### src/rtl/serial_word_receiver.sv
// Serial-to-parallel word receiver: assembles WIDTH-bit words from strobed serial bits
// and presents them on a holding register with a Valid/Ack handshake and sticky overrun.
module serial_word_receiver #(
  parameter int WIDTH     = 8,
  parameter bit MSB_FIRST = 1'b1
) (
  input  logic             i_clk,
  input  logic             i_reset,
  input  logic             i_in,
  input  logic             i_shift,
  input  logic             i_start,
  input  logic             i_ack,
  input  logic             i_clear_overrun,
  output logic [WIDTH-1:0] o_data_out,
  output logic             o_valid,
  output logic             o_overrun,
  output logic             o_busy
);

  localparam int CW = $clog2(WIDTH) + 1;
  localparam logic [CW-1:0] LAST_BIT = CW'(WIDTH - 1);

  typedef enum logic {S_IDLE, S_RECV} state_t;

  state_t           r_state;
  state_t           w_state_next;
  logic [CW-1:0]    r_cnt;
  logic [CW-1:0]    w_cnt_next;
  logic [WIDTH-1:0] r_sreg;
  logic [WIDTH-1:0] w_sreg_next;
  logic [WIDTH-1:0] w_shifted;
  logic             w_complete;
  logic [WIDTH-1:0] r_data_out;
  logic             r_valid;
  logic             r_overrun;

  // Both shift directions are formed so every shift-register bit has a reader.
  always_comb begin
    if (MSB_FIRST) w_shifted = {r_sreg[WIDTH-2:0], i_in};
    else           w_shifted = {i_in, r_sreg[WIDTH-1:1]};
  end

  always_ff @(posedge i_clk) begin
    if (i_reset) begin
      r_state <= S_IDLE;
      r_cnt   <= '0;
      r_sreg  <= '0;
    end else begin
      r_state <= w_state_next;
      r_cnt   <= w_cnt_next;
      r_sreg  <= w_sreg_next;
    end
  end

  always_comb begin
    w_state_next = r_state;
    w_cnt_next   = r_cnt;
    w_sreg_next  = r_sreg;
    w_complete   = 1'b0;
    case (r_state)
      S_IDLE: begin
        if (i_start) begin
          w_state_next = S_RECV;
          w_cnt_next   = '0;
          w_sreg_next  = '0;
        end
      end
      S_RECV: begin
        if (i_start) begin
          w_cnt_next  = '0;
          w_sreg_next = '0;
        end else if (i_shift) begin
          w_sreg_next = w_shifted;
          if (r_cnt == LAST_BIT) begin
            w_complete   = 1'b1;
            w_state_next = S_IDLE;
            w_cnt_next   = '0;
          end else begin
            w_cnt_next = r_cnt + 1'b1;
          end
        end
      end
      default: w_state_next = S_IDLE;
    endcase
  end

  // Completion takes priority over Ack; an Ack on the completion edge accepts the old word.
  always_ff @(posedge i_clk) begin
    if (i_reset) begin
      r_data_out <= '0;
      r_valid    <= 1'b0;
      r_overrun  <= 1'b0;
    end else begin
      if (w_complete) begin
        r_data_out <= w_shifted;
        r_valid    <= 1'b1;
      end else if (i_ack && r_valid) begin
        r_valid <= 1'b0;
      end
      if (w_complete && r_valid && !i_ack) r_overrun <= 1'b1;
      else if (i_clear_overrun)            r_overrun <= 1'b0;
    end
  end

  assign o_data_out = r_data_out;
  assign o_valid    = r_valid;
  assign o_overrun  = r_overrun;
  assign o_busy     = (r_state == S_RECV);

endmodule

### config.mk
export PLATFORM = sky130hd
export DESIGN_NAME = serial_word_receiver
export DESIGN_NICKNAME = d
export VERILOG_FILES = /design/src/rtl/serial_word_receiver.sv
export SDC_FILE = /design/constraint.sdc
export NUM_CORES = 1
export LEC_CHECK = 0
export CAP_MARGIN = 25
export CORE_MARGIN = 1
export CORE_UTILIZATION = 46
export CTS_CLUSTER_SIZE = 16
export DETAILED_ROUTE_END_ITERATION = 12
export GPL_TIMING_DRIVEN = 0
export HOLD_SLACK_MARGIN = 0.05
export PLACE_DENSITY = 0.76
export SLEW_MARGIN = 5
export SYNTH_ARGS = -nofsm -noshare
export SYNTH_HDL_FRONTEND = slang
export SYNTH_SLANG_ARGS = --single-unit
export TNS_END_PERCENT = 10
### constraint.sdc
create_clock -name i_clk -period 1.7 [get_ports i_clk]
set_input_delay 0.17 -clock i_clk [delete_from_list [all_inputs] [get_ports i_clk]]
set_output_delay 0.17 -clock i_clk [all_outputs]
set_load 0.01 [all_outputs]
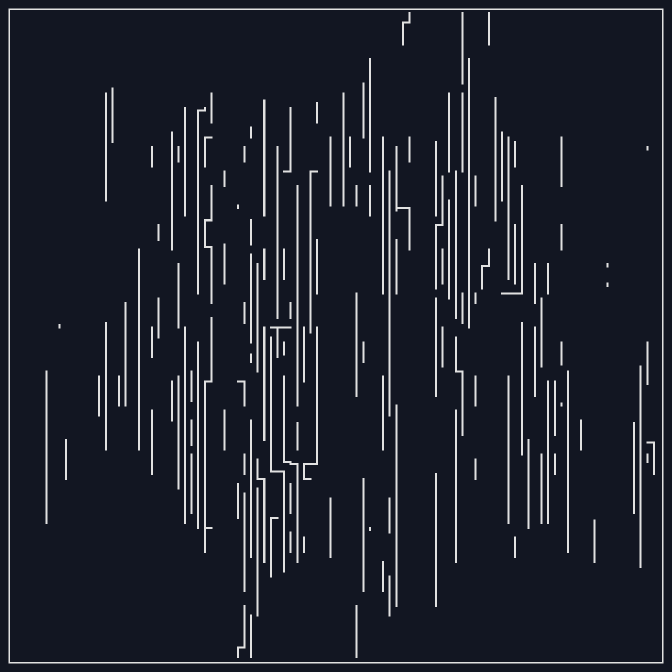
layer_met2.png
share of all routed wire: 47%
main direction: vertical
wire length on this layer: 775 um
nets with wire on the layer: 102

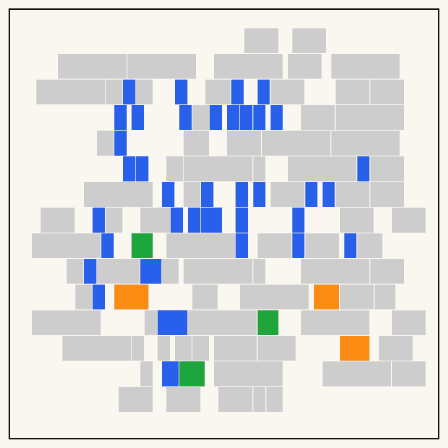
logic_types.png
[nand cells] blue | cells: 37 | most used: nand2_1
[non-inverting ao/oa cells] orange | cells: 3
[and/or cells] green | cells: 3

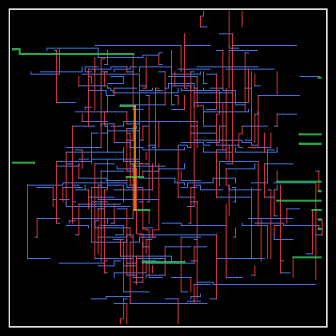
wires.png
[metal 4] orange | wire length: 15.0 um
[metal 3] green | wire length: 57.7 um
[metal 1] blue | wire length: 786 um
[metal 2] red | wire length: 775 um

==> impl_metrics.toml <==
# physical design summary
[status]
status = "finished clean"

[clock_network]
cts_resized = 0
cts_tree = "built"
cts_sinks = 22
clockBufferDepth = 2
clk_pin_slew_ps = 110
cts_made_buffers = 3
clock_latency_ps = 300
post_cts_buffers = 0
cts.hold.buffers_added = 0
root_buffer = "clkbuf_4"

[setup_path]
r2r_start = "r_cnt[0]$_SDFFE_PP0P_"
critical_path_arrival_ps = 1340
r2r-end = "o_data_out[7]$_SDFFE_PP0P_"
rr_worst_depth = 5
slowest_delay_ps = 580
required_ps = 1530

[place]
gp_congestion = 0.816

[finish]
seqCellArea_um2 = 440
nNetsFinal = 129
n_antenna_cell = 0
instances_no_fill = 144
design_area_um2 = 1090
final_cell_mix = "nand2_1 (33), dfxtp_1 (22), clkdlybuf4s50_1 (17)"
synthToLayoutAreaGrowth_pct = 25.8
lay_top_count = "nand2_1"

[global_route]
met3_usage = 0.0397
antenna_found_initial = 0
grt_pass1_vias = 647
use_met1 = 0.221
use_met2 = 0.303

[final_timing]
rsz0062_at_grt = "no"
finalHoldViolations = 0
fin_crit_sh = 0.890
setup_viol = 0
final_max_slew_viol_count = 0
slew_headroom = 0.721

[synth]
yosysWarnings = 0
ys_chip_area_um2 = 867
syn-mean-instance-area_um2 = 8.76
fp_nets = 107
yosysUniqueCellTypes = 26
ys_cells = 99

[worst_hold_path]
hold_path_class = "reg2reg"
whs_path_depth = 2
holdPathEnd = "o_data_out[3]$_SDFFE_PP0P_"

[route]
vias = 728
drt-wirelength-per-cell_um = 11.3
drt-total-wl_um = 1630
initialDrtViolationCount = 13
final_antenna_net_count = 0

[power_and_ir_drop]
p_total_uw = 793

[floorplan]
die_h_um = 45.4
rows = 15
io_pins = 18
dieArea_um2 = 2060
fp_util = 0.497
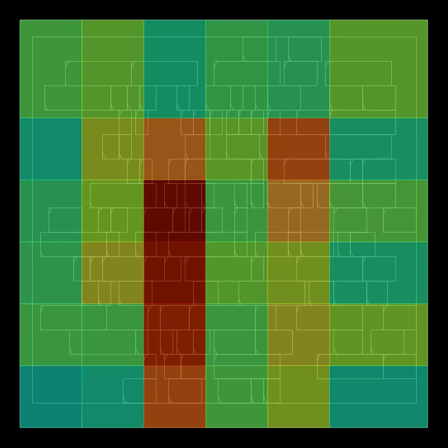
congestion.png
final core occ: 0.625
GR Util All Layers: 0.182

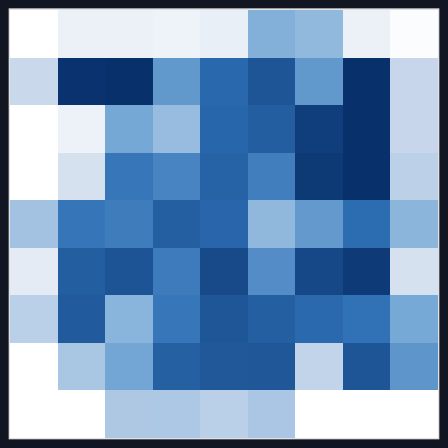
cell_density.png
9 x 9 tiles, from white (low) to dark blue (high), 0 to 100% covered.
tiles over 75% full: 35%
nearly empty tiles: 12%
fullest tile: 100%
mean over tiles: 51%

-- sequential cells by signal, indices dropped and copies added, names as in the netlist --
| signal | flops |
|---|---|
| r_sreg | 7 |
| o_data_out | 8 |
| r_cnt | 4 |
| o_overrun | 1 |
| o_valid | 1 |
| o_busy | 1 |
-- logic make-up after synthesis --
logic type / count (synthesis) / share of synthesized area
compound gates: 15 / 0.0996
fa+ha+maj: 1 / 0.0144
mux: 8 / 0.0924
xor+xnor: 1 / 0.0101
simple gates: 45 / 0.235
flops: 22 / 0.508
buf+inv: 7 / 0.0404
-- tightest hold or removal path: stages, from the launching register on --
cell	delay [ps]
dfxtp_1	320
nand2_1	50
mux2i_1	50
-- where the power goes --
part | switching, uW | total (uW) | internal [uW] | leakage, uW
logic | 25.7 | 47.2 | 21.5 | 0.000154
registers | 4.22 | 522 | 518 | 0.000178
clock network | 141 | 223 | 82.6 | 0.0000138
total | 170 | 793 | 622 | 0.000345
-- metal layers --
metal  part of all wire  vias up
met2               0.47       18
met5                  0        -
met3              0.035        2
met4             0.0086        0
met1               0.48      333
li1                   -      375
-- cells in the mapped netlist (all sizes together) --
cell	number	area share
a21oi	11	0.063
a311o	1	0.012
a31o	1	0.010
and2	1	0.0072
buf	2	0.019
clkbuf	2	0.0087
dfxtp	22	0.51
ha	1	0.014
inv	3	0.013
mux2i	8	0.092
nand2	34	0.15
nand3	1	0.0058
nand4	1	0.0072
nand4b	1	0.010
nor2	2	0.0087
nor2b	1	0.0072
nor3b	1	0.0087
nor4	1	0.014
o21a	1	0.0087
o21ai	1	0.0058
or2	1	0.0072
or4	1	0.0087
xnor2	1	0.010
-- area by class of cell --
class,count,area share
plain buffers,4,0.0218
clock buffers,3,0.0206
inverters,3,0.0103
multi-input cells,70,0.359
flip-flops and latches,22,0.404
well taps,25,0.0287
repair buffers,17,0.156
Power figures rest on the tool's default switching activity, not on a simulated workload.
